Run 1, met2 routing:
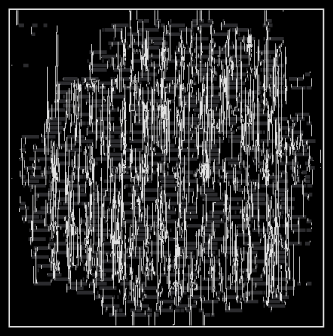
Run 1, where the registers sit:
Other sequential cells in the stronger gray, the rest of the logic in the fainter gray.
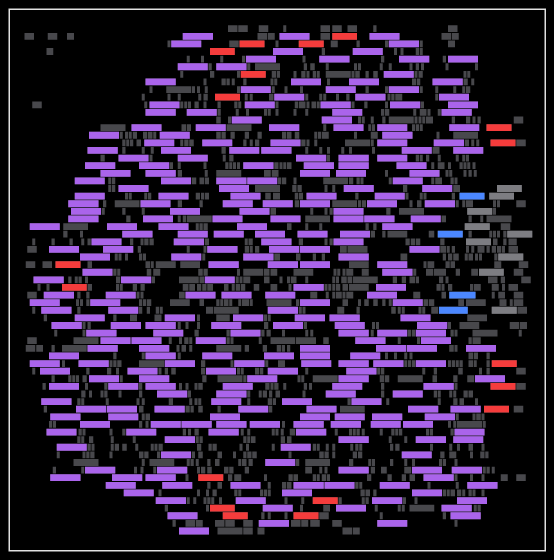
Run 1, cell outlines without signal wires:
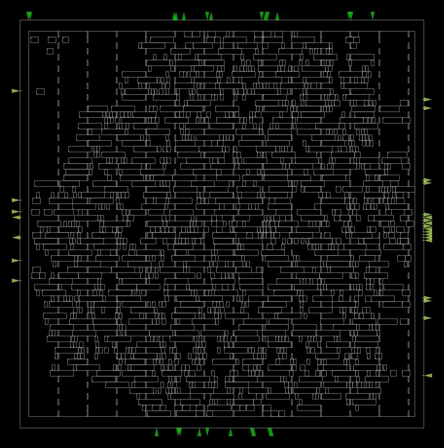
Run 1, M1 wires:
The bar under the picture is 50 um long.
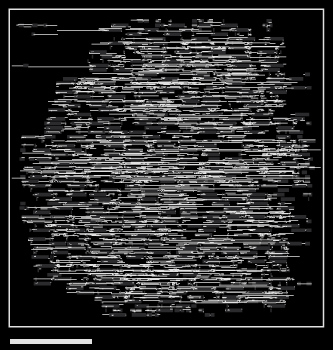
### src/rtl/biquad8_coeff_loader.sv
// biquad8_coeff_loader: writer side of the biquad8 incremental-IIR coefficient
// shift interface. The host fills a staging buffer, then a single commit shifts
// the whole set into the B1 cascade chain (highest index first), waits GAP
// idle clocks and pulses coeff_update_o so every B2 register loads at once.
// A commit arriving during a sequence is held in a one-deep pending flag.
// Optional feature macro: BIQUAD8_COEFF_LOADER_READBACK_EN adds rdat_o, a
// registered readback of staging[stg_addr_i].
module biquad8_coeff_loader #(
  parameter int NSAMP    = 8,
  parameter int ADDRBITS = 4,
  parameter int GAP      = 1
) (
  input  logic                clk,
  input  logic                rst,
  input  logic [ADDRBITS-1:0] stg_addr_i,
  input  logic [17:0]         stg_dat_i,
  input  logic                stg_wr_i,
  input  logic                commit_i,
  output logic                busy_o,
  output logic                done_o,
  output logic                err_o,
  output logic [17:0]         coeff_dat_o,
  output logic                coeff_wr_o,
`ifdef BIQUAD8_COEFF_LOADER_READBACK_EN
  output logic                coeff_update_o,
  output logic [17:0]         rdat_o
`else
  output logic                coeff_update_o
`endif
);

  localparam int NCOEFF = 2 * (NSAMP - 2);
  localparam int DEPTH  = 1 << ADDRBITS;
  localparam int GAPW   = (GAP < 2) ? 1 : $clog2(GAP + 1);
  localparam logic [ADDRBITS-1:0] LAST_IDX = ADDRBITS'(NCOEFF - 1);
  localparam logic [ADDRBITS:0]   NCOEFF_W = (ADDRBITS + 1)'(NCOEFF);
  localparam logic [GAPW-1:0]     GAP_LOAD = (GAP > 0) ? GAPW'(GAP - 1) : '0;

  typedef enum logic [2:0] {
    S_IDLE  = 3'd0,
    S_SHIFT = 3'd1,
    S_GAP   = 3'd2,
    S_UPD   = 3'd3,
    S_DONE  = 3'd4
  } state_t;

  // Staging buffer is sized to the full address space so any readback address
  // is in range; only indices below NCOEFF are ever written.
  logic [17:0] stg_mem [0:DEPTH-1];

  state_t              state_q, state_d;
  logic [ADDRBITS-1:0] cnt_q, cnt_d;
  logic [GAPW-1:0]     gap_q, gap_d;
  logic                pend_q, pend_d;
  logic                err_q, err_d;
  logic                busy_q, busy_d;
  logic                done_q, done_d;
  logic                wr_q, wr_d;
  logic                upd_q, upd_d;
  logic [17:0]         dat_q, dat_d;
  logic                addr_ok_s;
  logic                stg_we_s;

  assign addr_ok_s = ({1'b0, stg_addr_i} < NCOEFF_W);
  assign stg_we_s  = stg_wr_i & ~busy_q & addr_ok_s;

  // Staging write port; contents deliberately survive reset.
  always_ff @(posedge clk) begin
    if (stg_we_s) begin
      stg_mem[stg_addr_i] <= stg_dat_i;
    end
  end

  // State, counters, sticky flags and all registered outputs.
  always_ff @(posedge clk or posedge rst) begin
    if (rst) begin
      state_q <= S_IDLE;
      cnt_q   <= '0;
      gap_q   <= '0;
      pend_q  <= 1'b0;
      err_q   <= 1'b0;
      busy_q  <= 1'b0;
      done_q  <= 1'b0;
      wr_q    <= 1'b0;
      upd_q   <= 1'b0;
      dat_q   <= 18'd0;
    end else begin
      state_q <= state_d;
      cnt_q   <= cnt_d;
      gap_q   <= gap_d;
      pend_q  <= pend_d;
      err_q   <= err_d;
      busy_q  <= busy_d;
      done_q  <= done_d;
      wr_q    <= wr_d;
      upd_q   <= upd_d;
      dat_q   <= dat_d;
    end
  end

  // Next-state logic, word/gap counters and pending-commit tracking.
  always_comb begin
    state_d = state_q;
    cnt_d   = cnt_q;
    gap_d   = gap_q;
    pend_d  = pend_q;
    case (state_q)
      S_IDLE: begin
        if (commit_i) begin
          state_d = S_SHIFT;
          cnt_d   = LAST_IDX;
        end else begin
          state_d = S_IDLE;
        end
      end
      S_SHIFT: begin
        if (cnt_q == '0) begin
          if (GAP > 0) begin
            state_d = S_GAP;
            gap_d   = GAP_LOAD;
          end else begin
            state_d = S_UPD;
          end
        end else begin
          cnt_d = cnt_q - 1'b1;
        end
      end
      S_GAP: begin
        if (gap_q == '0) begin
          state_d = S_UPD;
        end else begin
          gap_d = gap_q - 1'b1;
        end
      end
      S_UPD: begin
        state_d = S_DONE;
      end
      S_DONE: begin
        // busy_o is low here, so a commit in this cycle starts directly.
        if (pend_q || commit_i) begin
          state_d = S_SHIFT;
          cnt_d   = LAST_IDX;
          pend_d  = 1'b0;
        end else begin
          state_d = S_IDLE;
        end
      end
      default: begin
        state_d = S_IDLE;
        cnt_d   = '0;
        gap_d   = '0;
        pend_d  = 1'b0;
      end
    endcase
    if (busy_q && commit_i) begin
      pend_d = 1'b1;
    end else begin
      pend_d = pend_d;
    end
  end

  // Output decode from the next state so every strobe is a plain flop; data
  // is taken from the current SHIFT word, giving the one-clock lag behind wr.
  always_comb begin
    busy_d = (state_d == S_SHIFT) || (state_d == S_GAP) || (state_d == S_UPD);
    wr_d   = (state_d == S_SHIFT);
    upd_d  = (state_d == S_UPD);
    done_d = (state_d == S_DONE);
    err_d  = err_q | (stg_wr_i & (busy_q | ~addr_ok_s));
    if (state_q == S_SHIFT) begin
      dat_d = stg_mem[cnt_q];
    end else begin
      dat_d = 18'd0;
    end
  end

  assign busy_o         = busy_q;
  assign done_o         = done_q;
  assign err_o          = err_q;
  assign coeff_dat_o    = dat_q;
  assign coeff_wr_o     = wr_q;
  assign coeff_update_o = upd_q;

`ifdef BIQUAD8_COEFF_LOADER_READBACK_EN
  logic [17:0] rdat_q, rdat_d;

  // Readback mux; allowed at any time, including mid-sequence.
  always_comb begin
    rdat_d = stg_mem[stg_addr_i];
  end

  // Registered readback data.
  always_ff @(posedge clk or posedge rst) begin
    if (rst) begin
      rdat_q <= 18'd0;
    end else begin
      rdat_q <= rdat_d;
    end
  end

  assign rdat_o = rdat_q;
`endif

endmodule
### config.mk
export PLATFORM = sky130hd
export DESIGN_NAME = biquad8_coeff_loader
export DESIGN_NICKNAME = d
export VERILOG_FILES = /design/src/rtl/biquad8_coeff_loader.sv
export SDC_FILE = /design/constraint.sdc
export NUM_CORES = 1
export LEC_CHECK = 0
export ABC_AREA = 1
export CAP_MARGIN = 30
export CORE_AREA = 4 4 187 189
export DETAILED_ROUTE_END_ITERATION = 8
export DIE_AREA = 0 0 191 193
export PLACE_DENSITY = 0.53
export SYNTH_ARGS = -nofsm -noshare
export SYNTH_HDL_FRONTEND = slang
export SYNTH_SLANG_ARGS = --single-unit
### constraint.sdc
create_clock -name clk -period 2.2 [get_ports clk]
set_input_delay 0.44 -clock clk [delete_from_list [all_inputs] [get_ports clk]]
set_output_delay 0.44 -clock clk [all_outputs]
set_load 0.02 [all_outputs]
==> out/results.txt, run 1 <==
yosys cell count = 1,178
final std cells w/o fill = 1,806
most frequent cells in the layout = nand2_1 (311), edfxtp_1 (288), nand3_1 (132)
RSZ-0062 raised after global routing = false
worst vdd ir = 0.0006362 V
P_int = 12.26 mW
Least-Margin Pin Slew = 0.8249 ns
mux share = 0%
met3 usage = 3.367%
critical path class = reg2out
gr ovfl total = 0
Crit path max-delay family = buffers and inverters
CP Cell Sequence = clkdlybuf4s50_1
mean cell area of the mapped netlist = 11.18 um2
die area = 0.03686 mm2
WP buf/inv = 1
max_cap viols = 0
minimum clock period = 1.915 ns
Synth area leader = edfxtp_1
diode count = 0
die width = 191 um
Power Total = 18.97 mW
crit path max fanout = 3
routability cong. = 0.7832
Cells after Synth = 1,178
clk slew on worst S/H paths = 0.06 ns
ys async rst share = 9.718%
Flop pwr share = 37.9%
first-pass detailed-route iteration total = 5
slew margin rel. = 44.84%
number of vias per cell = 4.725
share of post-route cells with drive strength above 1 = 9.720%
dpl hpwl = 19,210 um
hold_ws = 0.3651 ns
# clock sinks = 319
highest-power group = sequential cells
commonest cells in the netlist = nand2_1 (311), edfxtp_1 (288), nor2_1 (133)
Most Crowded Layer GR = met2
switch share = 35.36%
reg2reg end = coeff_dat_o[14]$_DFF_PP0_
NonClk Buf Share = 6.866%
placed inst area = 0.01472 mm2
die height = 193 um
top metal layer carrying routed signals = met4
Psw = 6.708 mW
status = complete, no violations
Yosys Chip Area = 0.01317 mm2
Final Hold Viols = 0
Back to the opening pictures, 'met2 routing':
longest straight run: 68.0 um
share of all routed wire: 46%
WL final: 31,100 um
met2 GRT Util: 27.35%
total number of vias: 8,534

Back to the opening pictures, 'where the registers sit':
legend:
  `cnt_q`:
    color: blue
    sequential_cells: 4
    where: middle right
  `stg_mem`:
    color: purple
    sequential_cells: 288
    where: widely spread
  `coeff_dat_o`:
    color: red
    sequential_cells: 18
    where: widely spread
flop share of the area: 59.75%
Seq power: 7.18 mW
FF/Latch Area: 0.009429 mm2

Back to the opening pictures, 'cell outlines without signal wires':
fill cell count: 3,100
flop count: 319
Final Core Density: 47.42%
TAP cells: 448

Back to the opening pictures, 'M1 wires':
wire length on this layer: 14,200 um
nets with wire on the layer: 1,250
main direction: horizontal
share of all routed wire: 46%
longest straight run: 81.9 um
grt met1 use: 24.64%

==> inputs of run 2 (changes only) <==
--- a/config.mk
+++ b/config.mk
@@ -10,7 +10,9 @@
 export CORE_AREA = 4 4 187 189
 export DETAILED_ROUTE_END_ITERATION = 8
 export DIE_AREA = 0 0 191 193
-export PLACE_DENSITY = 0.53
+export DONT_BUFFER_PORTS = 1
+export PLACE_DENSITY = 0.51
 export SYNTH_ARGS = -nofsm -noshare
 export SYNTH_HDL_FRONTEND = slang
 export SYNTH_SLANG_ARGS = --single-unit
+export TNS_END_PERCENT = 20
==> constraint.sdc (replaced) <==
create_clock -name clk -period 2.4 [get_ports clk]
set_input_delay 0.48 -clock clk [delete_from_list [all_inputs] [get_ports clk]]
set_output_delay 0.48 -clock clk [all_outputs]
set_load 0.02 [all_outputs]
Run 2, M1 wires:
The bar under the picture is 50 um long.
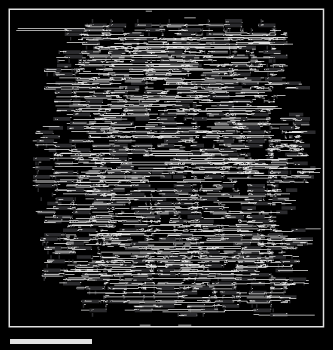
nets with wire on the layer: 1,227
share of all routed wire: 46%
longest straight run: 80.0 um
total number of vias: 8,199
grt met1 use: 23.57%
WL final: 30,300 um

Run 2, where the registers sit:
Other sequential cells in the stronger gray, the rest of the logic in the fainter gray.
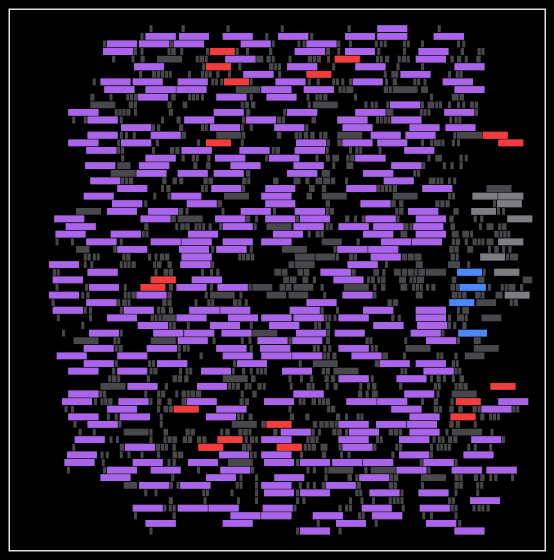
legend:
  `cnt_q`:
    color: blue
    sequential_cells: 4
    where: middle right
  `coeff_dat_o`:
    color: red
    sequential_cells: 18
  `stg_mem`:
    color: purple
    sequential_cells: 288
    where: widely spread
not colored: 9
flop share of the area: 62.40%
Seq power: 6.84 mW
Final Core Density: 45.40%

==> out/results.txt, run 2 <==
switch share = 35.04% (-0.32 points)
dpl hpwl = 18,210 um (-5.2%)
status = complete, no violations
fill cell count = 3,105 (+0.16%)
Final Hold Viols = 0 (unchanged)
die width = 191 um (unchanged)
worst vdd ir = 0.0005706 V (-10%)
RSZ-0062 raised after global routing = false
critical path class = reg2reg
ys async rst share = 9.718% (unchanged)
mux share = 0% (unchanged)
mean cell area of the mapped netlist = 11.18 um2 (unchanged)
commonest cells in the netlist = nand2_1 (311), edfxtp_1 (288), nor2_1 (133)
die height = 193 um (unchanged)
share of post-route cells with drive strength above 1 = 8.638% (-1.1 points)
clk slew on worst S/H paths = 0.06 ns (about the same)
Most Crowded Layer GR = met2
Psw = 5.900 mW (-12%)
TAP cells = 448 (unchanged)
crit path max fanout = 10 (+7)
Yosys Chip Area = 0.01317 mm2 (unchanged)
Synth area leader = edfxtp_1
Power Total = 16.84 mW (-11%)
minimum clock period = 2.019 ns
die area = 0.03686 mm2 (unchanged)
hold_ws = 0.07423 ns (-0.2909 ns)
No activity file was given, so power comes from the tool's default toggle rates.
